Figure 1. Met1 routing (run 1).
The bar under the picture is 50 um long.
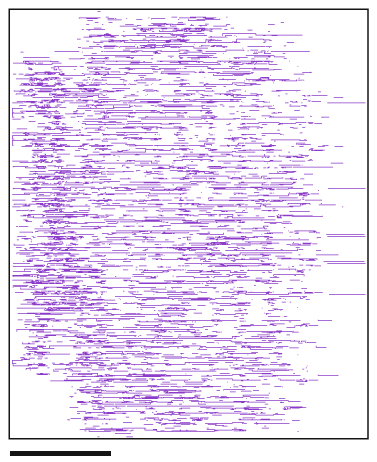
Figure 2. M2 wires (run 1).
The bar under the picture is 50 um long. Cells faint in the background.
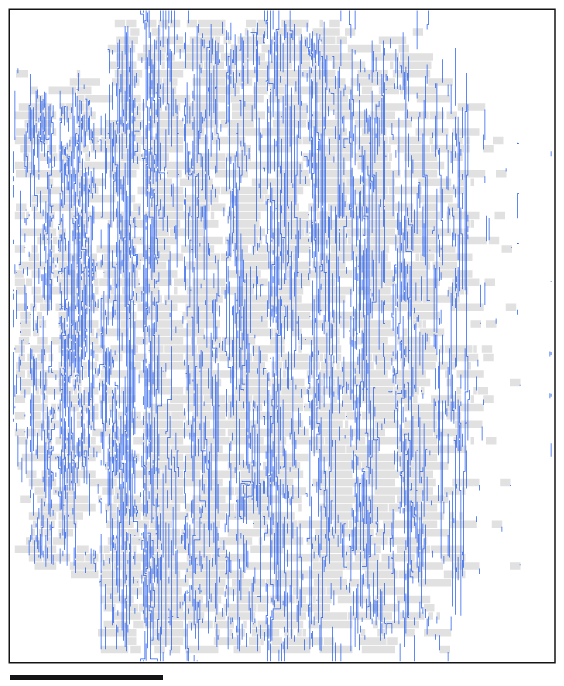
Figure 3. M3 wires (run 1).
The bar under the picture is 50 um long. Cells faint in the background.
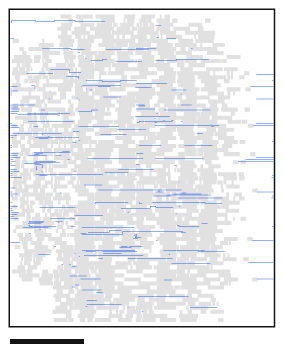
### src/rtl/lda_cmdq_peripheral.sv
// Avalon-MM command-queue front end for the line drawing accelerator.
// Lines are staged in registers, pushed into a FIFO by GO and dispatched one at a time.
module lda_cmdq_peripheral #(
  parameter int X_W   = 9,
  parameter int Y_W   = 10,
  parameter int C_W   = 3,
  parameter int DEPTH = 8
) (
  input  logic           clk,
  input  logic           reset,
  input  logic           chipselect,
  input  logic [2:0]     address,
  input  logic           read,
  input  logic           write,
  input  logic [31:0]    writedata,
  output logic [31:0]    readdata,
  output logic           waitrequest,
  output logic           irq,
  output logic           go,
  output logic [X_W-1:0] x0,
  output logic [X_W-1:0] x1,
  output logic [Y_W-1:0] y0,
  output logic [Y_W-1:0] y1,
  output logic [C_W-1:0] color,
  input  logic           done
);

  localparam int PW      = $clog2(DEPTH);
  localparam int ENTRY_W = 2 * X_W + 2 * Y_W + C_W;
  localparam logic [PW:0]   CNT_ONE  = 1;
  localparam logic [PW:0]   CNT_FULL = DEPTH[PW:0];
  localparam logic [PW-1:0] PTR_ONE  = 1;

  typedef enum logic [1:0] {
    S_IDLE  = 2'd0,
    S_ISSUE = 2'd1,
    S_WAIT  = 2'd2
  } state_t;

  state_t           r_state;
  state_t           w_stateNext;
  logic [1:0]       r_mode;
  logic [X_W-1:0]   r_startX;
  logic [Y_W-1:0]   r_startY;
  logic [X_W-1:0]   r_endX;
  logic [Y_W-1:0]   r_endY;
  logic [C_W-1:0]   r_color;
  logic             r_doneSticky;
  logic             r_ovfSticky;
  logic [31:0]      r_lineCount;
  logic [ENTRY_W-1:0] r_mem [DEPTH];
  logic [PW-1:0]    r_wrPtr;
  logic [PW-1:0]    r_rdPtr;
  logic [PW:0]      r_count;

  logic w_full;
  logic w_empty;
  logic w_wrEn;
  logic w_goWr;
  logic w_push;
  logic w_pop;
  logic w_lineDone;
  logic w_statusWr;
  logic w_unused;

  assign w_full  = (r_count == CNT_FULL);
  assign w_empty = (r_count == '0);

  // A GO into a full queue stalls the bus in stall mode; poll mode drops it instead.
  assign waitrequest = chipselect & write & (address == 3'd2) & w_full & ~r_mode[0];
  assign w_wrEn      = chipselect & write & ~waitrequest;
  assign w_goWr      = w_wrEn & (address == 3'd2);
  assign w_push      = w_goWr & ~w_full;
  assign w_statusWr  = w_wrEn & (address == 3'd1);
  assign w_unused    = &{1'b0, writedata, 1'b0};

  always_ff @(posedge clk or negedge reset) begin
    if (!reset) r_state <= S_IDLE;
    else        r_state <= w_stateNext;
  end

  always_comb begin
    w_stateNext = r_state;
    w_pop       = 1'b0;
    w_lineDone  = 1'b0;
    go          = 1'b0;
    case (r_state)
      S_IDLE: begin
        if (!w_empty) begin
          w_pop       = 1'b1;
          w_stateNext = S_ISSUE;
        end
      end
      S_ISSUE: begin
        go          = 1'b1;
        w_stateNext = S_WAIT;
      end
      S_WAIT: begin
        if (done) begin
          w_lineDone  = 1'b1;
          w_stateNext = S_IDLE;
        end
      end
      default: w_stateNext = S_IDLE;
    endcase
  end

  always_ff @(posedge clk) begin
    if (w_push) r_mem[r_wrPtr] <= {r_startX, r_startY, r_endX, r_endY, r_color};
  end

  always_ff @(posedge clk or negedge reset) begin
    if (!reset) begin
      r_wrPtr      <= '0;
      r_rdPtr      <= '0;
      r_count      <= '0;
      r_mode       <= '0;
      r_startX     <= '0;
      r_startY     <= '0;
      r_endX       <= '0;
      r_endY       <= '0;
      r_color      <= '0;
      r_doneSticky <= 1'b0;
      r_ovfSticky  <= 1'b0;
      r_lineCount  <= '0;
      irq          <= 1'b0;
      x0           <= '0;
      y0           <= '0;
      x1           <= '0;
      y1           <= '0;
      color        <= '0;
    end else begin
      if (w_push) r_wrPtr <= r_wrPtr + PTR_ONE;
      if (w_pop)  r_rdPtr <= r_rdPtr + PTR_ONE;
      if (w_push && !w_pop)      r_count <= r_count + CNT_ONE;
      else if (!w_push && w_pop) r_count <= r_count - CNT_ONE;

      if (w_pop) {x0, y0, x1, y1, color} <= r_mem[r_rdPtr];

      if (w_wrEn && address == 3'd0) r_mode <= writedata[1:0];
      if (w_wrEn && address == 3'd3) begin
        r_startX <= writedata[X_W-1:0];
        r_startY <= writedata[16 +: Y_W];
      end
      if (w_wrEn && address == 3'd4) begin
        r_endX <= writedata[X_W-1:0];
        r_endY <= writedata[16 +: Y_W];
      end
      if (w_wrEn && address == 3'd5) r_color <= writedata[C_W-1:0];

      // Sticky bits: a set on the same edge as a W1C clear takes priority.
      if (w_lineDone && w_empty && !w_push)  r_doneSticky <= 1'b1;
      else if (w_statusWr && writedata[0])   r_doneSticky <= 1'b0;
      if (w_goWr && w_full && r_mode[0])     r_ovfSticky <= 1'b1;
      else if (w_statusWr && writedata[3])   r_ovfSticky <= 1'b0;

      if (w_wrEn && address == 3'd6) r_lineCount <= '0;
      else if (w_lineDone)           r_lineCount <= r_lineCount + 32'd1;

      irq <= r_mode[1] & (r_doneSticky | r_ovfSticky);
    end
  end

  always_comb begin
    readdata = '0;
    if (chipselect && read) begin
      case (address)
        3'd0: readdata[1:0] = r_mode;
        3'd1: begin
          readdata[0]         = r_doneSticky;
          readdata[1]         = (r_state != S_IDLE) || !w_empty;
          readdata[2]         = w_full;
          readdata[3]         = r_ovfSticky;
          readdata[8 +: PW+1] = r_count;
        end
        3'd3: begin
          readdata[X_W-1:0]   = r_startX;
          readdata[16 +: Y_W] = r_startY;
        end
        3'd4: begin
          readdata[X_W-1:0]   = r_endX;
          readdata[16 +: Y_W] = r_endY;
        end
        3'd5: readdata[C_W-1:0] = r_color;
        3'd6: readdata = r_lineCount;
        default: readdata = '0;
      endcase
    end
  end

endmodule
### config.mk
export PLATFORM = sky130hd
export DESIGN_NAME = lda_cmdq_peripheral
export DESIGN_NICKNAME = d
export VERILOG_FILES = /design/src/rtl/lda_cmdq_peripheral.sv
export SDC_FILE = /design/constraint.sdc
export NUM_CORES = 1
export LEC_CHECK = 0
export ABC_CLOCK_PERIOD_IN_PS = 4790
export CAP_MARGIN = 10
export CORE_ASPECT_RATIO = 1.2
export CORE_MARGIN = 1
export CORE_UTILIZATION = 50
export CTS_BUF_LIST = sky130_fd_sc_hd__clkbuf_8
export CTS_CLUSTER_SIZE = 20
export DETAILED_ROUTE_END_ITERATION = 16
export GPL_TIMING_DRIVEN = 0
export HOLD_SLACK_MARGIN = 0.08
export PLACE_DENSITY = 0.72
export SLEW_MARGIN = 5
export SYNTH_ARGS = -nofsm -noshare
export SYNTH_HDL_FRONTEND = slang
export SYNTH_SLANG_ARGS = --single-unit
### constraint.sdc
create_clock -name clk -period 4.79 [get_ports clk]
set_input_delay 1.1975 -clock clk [delete_from_list [all_inputs] [get_ports clk]]
set_output_delay 1.1975 -clock clk [all_outputs]
set_load 0.02 [all_outputs]
==> impl_metrics.env, run 1 <==
# yosys + openroad results
export IMPL_antenna_found_initial=0
export IMPL_ys_sh_aoi_pct=3.97
export IMPL_whs_path_depth=2
export IMPL_p_leak_nw=7.69
export IMPL_edf_count=328
export IMPL_async_flop_share_pct=28.5
export IMPL_design_seq_count=459
export IMPL_finClkSkew_ns=0.0297
export IMPL_grt_usage_pct=22.7
export IMPL_p_sw_w=0.00349
export IMPL_cts_setup_buffers=0
export IMPL_top_area_cell="edfxtp_1"
export IMPL_drc=0
export IMPL_htreeDepth=3
export IMPL_simple_gate_share_pct=5.87
export IMPL_tightest_slew_ns=1.00
export IMPL_top_cells_by_area="edfxtp_1, dfrtp_1, mux4_2"
export IMPL_tritoncts="yes"
export IMPL_grt_first_pass_wirelength_um=62900
export IMPL_drt_iter0_drc=800
export IMPL_busiest_layer="met2"
export IMPL_synthFlopType="edfxtp_1"
export IMPL_cts_sinks=459
export IMPL_gr_total_overflow=0
export IMPL_seq_area_share_pct=60.5
export IMPL_top_layer_used="met4"
export IMPL_ys_types=47
export IMPL_power_density_mw_per_mm2=523
export IMPL_cpPeakStageDelay_ns=0.61
export IMPL_warnings=39
export IMPL_dpl_cell_area_mm2=0.0204
export IMPL_die_y_um=213
export IMPL_critPathSlowestCell="clkbuf_1"
export IMPL_logic_family="multiplexers"
export IMPL_cts_resized=19
export IMPL_muxShareOfSynthArea_pct=16.2
export IMPL_critPathLaunch="address[1]"
export IMPL_grt_max_degree=82
export IMPL_layout_area_top_class="sequential cells"
export IMPL_die_w_um=177
export IMPL_min_to="x0[2]"
export IMPL_critPathMaxFanout=10
export IMPL_mi_logic_area_mm2=0.00515
export IMPL_fin_crit_ns=4.74
export IMPL_n_antenna_cell=0
export IMPL_end_kind="output port"
export IMPL_ff2ff_setup_slack_ns=0.93
export IMPL_slew_viol_final=0
export IMPL_met1_length_um=16400
export IMPL_top_register="r_mem"
export IMPL_setup_slack_ns=0.0496
export IMPL_worst_r2r_cell_count=12
export IMPL_seqPwrFrac_pct=46.5
export IMPL_dp_slack_ns=-0.491
export IMPL_sw_frac_of_total_pct=30.7
export IMPL_grt_pass1_vias=11000
export IMPL_inverters=8
export IMPL_clock_latency_ns=0.59
export IMPL_max_freq_mhz=211
export IMPL_crit_required_ns=3.59
export IMPL_chip_area_mm2=0.0377
export IMPL_pg_comb_w=0.00307
export IMPL_io_buffers=101
export IMPL_fin_util_pct=60.1
export IMPL_logic_gate_count=545
export IMPL_vias_per_cell=5.84
export IMPL_yosys_area_mm2=0.0185
export IMPL_finalHoldViolCount=0
export IMPL_cts_path_max_buffers=3
export IMPL_power_group_top="sequential cells"
export IMPL_fin_nets=1300
export IMPL_first_pass_iters=5
export IMPL_met1_usage_pct=28.9
export IMPL_placed_cells=1651
export IMPL_largest_register_ffs=328
export IMPL_p_clk_share_pct=26.4
export IMPL_yosysCellCount=1069
export IMPL_clk_share_pct=5.96
export IMPL_whs_ns=0.472
export IMPL_ys_sh_adder_pct=0.515
export IMPL_slew_headroom_pct=33.2
export IMPL_ys_ff=459
export IMPL_clkbuf_count=75
export IMPL_fp_util_pct=51.1
export IMPL_dp_hpwl_um=26900
export IMPL_fillCellCount=2648
export IMPL_taps=468
export IMPL_cp_arrival_ns=3.54
export IMPL_largest_registers="r_mem (328), r_lineCount (32)"
export IMPL_gp_congestion=0.837
export IMPL_p_int_w=0.00787
export IMPL_yosys_top_cells_count="edfxtp_1, dfrtp_1, mux4_2"
export IMPL_wire_per_inst_um=23.0
export IMPL_cp_start_kind="input port"
export IMPL_tns_ns=0
export IMPL_maxCapViolCount=0
export IMPL_regToRegEndpoint="r_count[3]"
export IMPL_drive_gt1_share_pct=21.6
export IMPL_crit_path_end="readdata[3]"
export IMPL_ir_drop_uv=320
export IMPL_path_common_cell="clkbuf_1"
export IMPL_synth_warnings=0
export IMPL_final_cells=1773
export IMPL_routed_wl_met2_um=20600
export IMPL_path_clk_slew_ns=0.06
export IMPL_pin_count=117
export IMPL_p_seq_w=0.00529
export IMPL_clockRootBuffer="clkbuf_8"
export IMPL_min_from="x0[2]"
export IMPL_n_all_buffers=171
export IMPL_yosys_stat_seqShare_pct=71.1
export IMPL_synth_top_cell_area_share_pct=53.3
export IMPL_floorplan_nets=1117
export IMPL_setup_violations=0
export IMPL_wl_met3_um=2380
export IMPL_outcome="finished clean"
export IMPL_p_comb_share_pct=27.0
export IMPL_p_total_w=0.0114
export IMPL_synthesis_area_mm2=0.0185
export IMPL_buffer_area_share_pct=7.02
export IMPL_regArea_mm2=0.0131
export IMPL_rows=76
export IMPL_p_clk_w=0.00300
export IMPL_rsz0062_at_grt="no"
About Figure 1:
wire length on this layer: 16,400 um
nets with wire on the layer: 1,214
share of all routed wire: 40%
final wirelength: 40,800 um
Vias: 10,400

About Figure 2:
nets with wire on the layer: 1,123
longest straight run: 97.7 um
wire length on this layer: 20.6 mm
met2 Track Usage GR: 38.6%

About Figure 3:
longest straight run: 55.7 um
nets with wire on the layer: 159
main direction: horizontal
M3 GR Usage: 3.61%

## run 1: cells in the final DEF (no fill, tap or decap), drive strengths merged, types with 4 or more instances in the layout
cell type,count
edfxtp,328
dfrtp,131
clkbuf,114
clkdlybuf4s50,92
mux4,82
nand2,69
mux2,65
o21ai,47
mux2i,42
nor2,40
inv,33
buf,32
a21oi,27
clkinv,19
or4,18
a22oi,18
o31ai,17
nand3,15
xnor2,15
and2,13
nand4,11
dlygate4sd2,8
nor3,8
ha,6
nor4,6
and4,5
or3,5
nand2b,4
nand3b,4
## run 1: critical path, delay by kind of cell
kind                   cells  cell delay (ns)
AOI/OAI and AO/OA          1             0.20
buffers and inverters      3             1.65
muxes                      1             0.41
and+or+nand+nor            1             0.07
Figure 4. Congestion heat map (run 1).
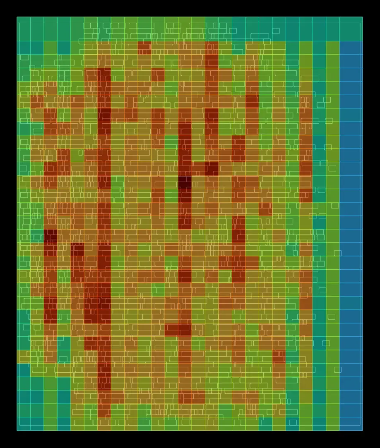

==> inputs of run 2 (changes only) <==
--- a/config.mk
+++ b/config.mk
@@ -11,6 +11,7 @@
 export CORE_MARGIN = 1
 export CORE_UTILIZATION = 50
 export CTS_BUF_LIST = sky130_fd_sc_hd__clkbuf_8
+export CTS_CLUSTER_DIAMETER = 60
 export CTS_CLUSTER_SIZE = 20
 export DETAILED_ROUTE_END_ITERATION = 16
 export GPL_TIMING_DRIVEN = 0
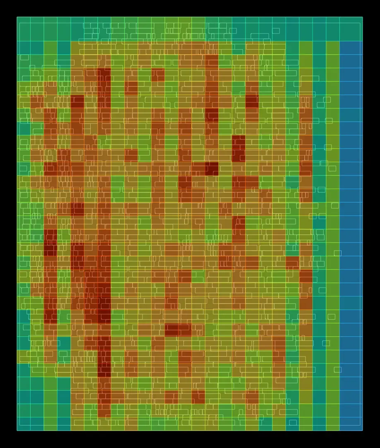
Figure 5: run 2, congestion heat map.
DR WL/cell: 23.4 um
met1 Use GR: 29.0%
M3 GR Usage: 2.00%
gr busiest metal: met2
met2 Track Usage GR: 38.0%

==> impl_metrics.env, run 2 <==
# yosys + openroad results
export IMPL_die_w_um=177
export IMPL_yosysMostFrequentCell="edfxtp_1"
export IMPL_clkbuf_count=27
export IMPL_wl_met3_um=2060
export IMPL_synth_cellmix_xorXnorShare_pct=0.854
export IMPL_buffer_area_share_pct=7.28
export IMPL_edf_count=328
export IMPL_max_freq_mhz=211
export IMPL_ys_sh_aoi_pct=3.97
export IMPL_p_clk_share_pct=17.8
export IMPL_p_sw_w=0.00323
export IMPL_yosys_stat_seqShare_pct=71.1
export IMPL_critPathSlowestCell="clkbuf_1"
export IMPL_dp_hpwl_um=26900
export IMPL_met1_length_um=16100
export IMPL_drt_iter0_drc=816
export IMPL_fin_nets=1260
export IMPL_largest_register_ffs=328
export IMPL_vias=10100
export IMPL_synth_top_cell_area_share_pct=53.3
export IMPL_p_clk_w=0.00181
export IMPL_setup_slack_ns=0.0504
export IMPL_layout_top_cells="edfxtp_1, dfrtp_1, clkdlybuf4s50_1, mux4_2, nand2_1"
export IMPL_routed_wl_met2_um=20300
export IMPL_core_area_mm2=0.0361
export IMPL_path_common_cell="clkbuf_1"
export IMPL_gr_total_overflow=0
export IMPL_yosys_area_mm2=0.0185
export IMPL_placed_cells=1651
export IMPL_inverters=8
export IMPL_p_total_w=0.0101
export IMPL_die_y_um=213
export IMPL_final_cells=1700
export IMPL_drc=0
export IMPL_sw_frac_of_total_pct=31.9
export IMPL_mi_logic_area_mm2=0.00515
export IMPL_maxCapViolCount=0
export IMPL_finClkSkew_ns=0.0205
export IMPL_tritoncts="yes"
export IMPL_fillCellCount=2742
export IMPL_htreeDepth=1
export IMPL_min_from="x0[2]"
export IMPL_grt_usage_pct=22.0
export IMPL_yosysCellCount=1069
export IMPL_critPathLaunch="address[1]"
export IMPL_top_area_cell="edfxtp_1"
export IMPL_layout_top_cell="edfxtp_1"
export IMPL_async_flop_share_pct=28.5
export IMPL_top_layer_used="met4"
export IMPL_cp_arrival_ns=3.54
export IMPL_layout_area_top_class="sequential cells"
export IMPL_cts_resized=19
export IMPL_setup_violations=0
export IMPL_taps=468
export IMPL_antenna_found_initial=0
export IMPL_power_group_top="sequential cells"
export IMPL_drive_gt1_share_pct=18.5
export IMPL_floorplan_nets=1117
export IMPL_dpl_cell_area_mm2=0.0204
export IMPL_ys_sh_adder_pct=0.515
export IMPL_logic_family="multiplexers"
export IMPL_ys_ff=459
export IMPL_top_cells_by_area="edfxtp_1, dfrtp_1, mux4_2"
export IMPL_top_register="r_mem"
export IMPL_clock_latency_ns=0.61
export IMPL_n_antenna_cell=0
export IMPL_seqPwrFrac_pct=52.0
export IMPL_synth_warnings=0
export IMPL_end_kind="output port"
export IMPL_grt_pass1_vias=10500
export IMPL_chip_area_mm2=0.0377
export IMPL_p_seq_w=0.00527
export IMPL_ys_types=47
export IMPL_gp_congestion=0.837
export IMPL_p_comb_share_pct=30.2
export IMPL_clockRootBuffer="clkbuf_8"
export IMPL_cp_start_kind="input port"
export IMPL_yosys_top_cells_count="edfxtp_1, dfrtp_1, mux4_2"
export IMPL_vias_per_cell=5.95
export IMPL_fp_util_pct=51.1
export IMPL_muxShareOfSynthArea_pct=16.2
export IMPL_synthFlopType="edfxtp_1"
export IMPL_first_pass_iters=4
export IMPL_finalHoldViolCount=0
export IMPL_power_density_mw_per_mm2=485
export IMPL_rows=76
export IMPL_rsz0062_at_grt="no"
export IMPL_warnings=39
export IMPL_logic_gate_count=545
export IMPL_ir_drop_uv=285
export IMPL_simple_gate_share_pct=5.87
export IMPL_slew_viol_final=0
export IMPL_cts_sinks=459
export IMPL_crit_required_ns=3.59
export IMPL_wl_um=39800
export IMPL_whs_ns=0.485
export IMPL_fin_util_pct=57.9
export IMPL_design_seq_count=459
export IMPL_cts_setup_buffers=0
export IMPL_p_leak_nw=7.26
export IMPL_cts_path_max_buffers=3
export IMPL_path_clk_slew_ns=0.11
export IMPL_synthCells=1069
export IMPL_dp_slack_ns=-0.491
export IMPL_synthesis_area_mm2=0.0185
export IMPL_tightest_slew_ns=1.00
export IMPL_largest_registers="r_mem (328), r_lineCount (32)"
export IMPL_n_all_buffers=171
export IMPL_outcome="finished clean"
export IMPL_io_buffers=101
export IMPL_clk_share_pct=2.48
export IMPL_seq_area_share_pct=62.7
export IMPL_pg_comb_w=0.00306
export IMPL_fin_crit_ns=4.74
export IMPL_pin_count=117
export IMPL_critPathMaxFanout=10
export IMPL_regArea_mm2=0.0131
export IMPL_cpPeakStageDelay_ns=0.63
export IMPL_grt_first_pass_wirelength_um=61500
export IMPL_grt_max_degree=82
## run 2: worst max-delay path: cells and delay by family
| kind | cells | cell delay [ns] |
|---|---|---|
| AOI/OAI and AO/OA | 1 | 0.20 |
| buffers and inverters | 3 | 1.66 |
| muxes | 1 | 0.42 |
| and+or+nand+nor | 1 | 0.07 |
## run 2: path summary, 6_finish.rpt
kind,slack [ns],to,depth (start not counted)
setup / recovery,0.05,readdata[3],6
hold / removal,0.49,x0[2],2
setup reg to reg,0.93,r_count[3],12
hold reg to reg,0.49,x0[2],2
max in group asynchronous,3.48,y0[0],2
min in group asynchronous,0.50,r_lineCount[28],1
## run 2: layer usage
metal  vias to the layer above  GRT usage, %
met4                         0          8.10
met1                      5246          29.0
met2                       330          38.0
met5                         -             0
met3                        67          2.00
li1                       4469             -
Figure 6. Met1 routing (run 2).
The bar under the picture is 50 um long.
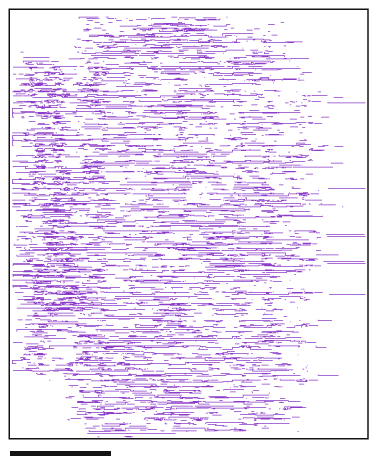

==> inputs of run 3 (changes only) <==
--- a/config.mk
+++ b/config.mk
@@ -16,6 +16,7 @@
 export DETAILED_ROUTE_END_ITERATION = 16
 export GPL_TIMING_DRIVEN = 0
 export HOLD_SLACK_MARGIN = 0.08
+export MAX_ROUTING_LAYER = met4
 export PLACE_DENSITY = 0.72
 export SLEW_MARGIN = 5
 export SYNTH_ARGS = -nofsm -noshare
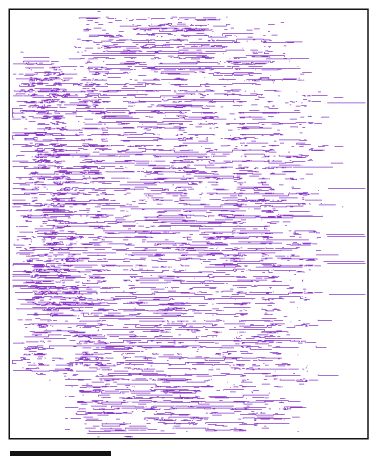
Figure 7: run 3, met1 routing.
The bar under the picture is 50 um long.
wire length on this layer: 16,300 um
longest straight run: 62.1 um
share of all routed wire: 41%
met1 Use GR: 29.1%
final wirelength: 39,800 um
Vias: 10,100

==> impl_metrics.env, run 3 <==
# yosys + openroad results
export IMPL_die_y_um=213
export IMPL_path_buffers=3
export IMPL_largest_registers="r_mem (328), r_lineCount (32)"
export IMPL_design_seq_count=459
export IMPL_crit_required_ns=3.59
export IMPL_ys_sh_aoi_pct=3.97
export IMPL_edf_count=328
export IMPL_pin_count=117
export IMPL_top_register="r_mem"
export IMPL_pg_comb_w=0.00307
export IMPL_taps=468
export IMPL_whs_path_depth=2
export IMPL_slew_headroom_pct=33.4
export IMPL_io_buffers=101
export IMPL_ys_sh_adder_pct=0.515
export IMPL_p_clk_share_pct=17.8
export IMPL_grt_first_pass_wirelength_um=61500
export IMPL_muxShareOfSynthArea_pct=16.2
export IMPL_cp_arrival_ns=3.53
export IMPL_fin_nets=1260
export IMPL_p_sw_w=0.00324
export IMPL_top_layer_used="met4"
export IMPL_setup_violations=0
export IMPL_regToRegEndpoint="r_count[3]"
export IMPL_yosys_stat_seqShare_pct=71.1
export IMPL_dp_hpwl_um=26900
export IMPL_inverters=8
export IMPL_cts_path_max_buffers=3
export IMPL_cts_made_buffers=27
export IMPL_min_from="x0[2]"
export IMPL_busiest_layer="met2"
export IMPL_worst_r2r_cell_count=12
export IMPL_clockRootBuffer="clkbuf_8"
export IMPL_synthCells=1069
export IMPL_final_cells=1700
export IMPL_first_pass_iters=5
export IMPL_htreeDepth=1
export IMPL_fin_util_pct=57.9
export IMPL_largest_register_ffs=328
export IMPL_synth_cellmix_xorXnorShare_pct=0.854
export IMPL_placed_cells=1651
export IMPL_sw_frac_of_total_pct=31.9
export IMPL_cts_sinks=459
export IMPL_cp_start_kind="input port"
export IMPL_yosysMostFrequentCell="edfxtp_1"
export IMPL_tns_ns=0
export IMPL_power_group_top="sequential cells"
export IMPL_max_freq_mhz=212
export IMPL_drc=0
export IMPL_ys_types=47
export IMPL_synth_top_cell_area_share_pct=53.3
export IMPL_core_area_mm2=0.0361
export IMPL_clock_latency_ns=0.61
export IMPL_p_clk_w=0.00181
export IMPL_buffer_area_share_pct=7.28
export IMPL_cp_num_cells=6
export IMPL_synthFlopType="edfxtp_1"
export IMPL_critPathSlowestCell="clkbuf_1"
export IMPL_n_all_buffers=171
export IMPL_seqPwrFrac_pct=52.0
export IMPL_p_int_w=0.00691
export IMPL_outcome="finished clean"
export IMPL_cts_setup_buffers=0
export IMPL_yosys_top_cells_count="edfxtp_1, dfrtp_1, mux4_2"
export IMPL_hold_class="flop to flop"
export IMPL_met2_usage_pct=38.0
export IMPL_antenna_found_initial=0
export IMPL_cts_resized=19
export IMPL_cpPeakStageDelay_ns=0.62
export IMPL_mi_logic_area_mm2=0.00515
export IMPL_finalHoldViolCount=0
export IMPL_yosysCellCount=1069
export IMPL_path_clk_slew_ns=0.11
export IMPL_synthesis_area_mm2=0.0185
export IMPL_p_comb_share_pct=30.2
export IMPL_p_leak_nw=7.26
export IMPL_maxCapViolCount=0
export IMPL_rows=76
export IMPL_fin_crit_ns=4.73
export IMPL_end_kind="output port"
export IMPL_seq_area_share_pct=62.7
export IMPL_wire_per_inst_um=23.4
export IMPL_dp_slack_ns=-0.491
export IMPL_wl_met3_um=2020
export IMPL_regArea_mm2=0.0131
export IMPL_gr_total_overflow=0
export IMPL_rsz0062_at_grt="no"
export IMPL_n_antenna_cell=0
export IMPL_whs_ns=0.486
export IMPL_gp_congestion=0.850
export IMPL_met1_length_um=16300
export IMPL_dpl_cell_area_mm2=0.0204
export IMPL_grt_pass1_vias=10500
export IMPL_die_w_um=177
export IMPL_tritoncts="yes"
export IMPL_logic_gate_count=545
export IMPL_vias_per_cell=5.95
export IMPL_fillCellCount=2742
export IMPL_warnings=39
export IMPL_simple_gate_share_pct=5.87
export IMPL_floorplan_nets=1117
export IMPL_ys_ff=459
export IMPL_grt_usage_pct=22.7
export IMPL_p_total_w=0.0101
export IMPL_p_seq_w=0.00527
export IMPL_critPathMaxFanout=10
export IMPL_top_cells_by_area="edfxtp_1, dfrtp_1, mux4_2"
export IMPL_drive_gt1_share_pct=18.5
export IMPL_synth_warnings=0
export IMPL_routed_wl_met2_um=20300
export IMPL_layout_top_cell="edfxtp_1"
export IMPL_top_area_cell="edfxtp_1"
export IMPL_slew_viol_final=0
export IMPL_syn_to_final_growth_pct=13.4
export IMPL_finClkSkew_ns=0.0132
export IMPL_power_density_mw_per_mm2=485
export IMPL_chip_area_mm2=0.0377
export IMPL_ff2ff_setup_slack_ns=0.91
export IMPL_setup_slack_ns=0.0644
export IMPL_async_flop_share_pct=28.5
export IMPL_yosys_area_mm2=0.0185
export IMPL_cpLargestDelayFamily="buffers and inverters"
export IMPL_layout_area_top_class="sequential cells"
export IMPL_grt_max_degree=82
export IMPL_fp_util_pct=51.1
export IMPL_logic_family="multiplexers"
export IMPL_path_common_cell="clkbuf_1"
## run 3: cell counts after synthesis
Identical to the previous run, type by type.
## run 3: worst max path at each step
stage | start | slack, ns | to
2_1_floorplan | address[1] | 0.40 | r_mem[7][0]
3_3_place_gp | reset | -3.16 | x0[4]
3_5_place_dp | address[2] | -0.49 | readdata[23]
4_1_cts | address[1] | 0.1 | readdata[3]
5_1_grt | address[1] | 0.01 | readdata[3]
6_report | address[1] | 0.06 | readdata[3]
## run 3: cell families (layout without fill, tap and decap cells)
family | Yosys count | after routing
AND/OR/NAND/NOR | 210 | 210
buffers and inverters | 65 | 228
AND-OR/OR-AND | 121 | 121
XOR/XNOR | 18 | 18
multiplexers | 189 | 189
adder cells (fa/ha/maj) | 7 | 7
flip-flops | 459 | 459
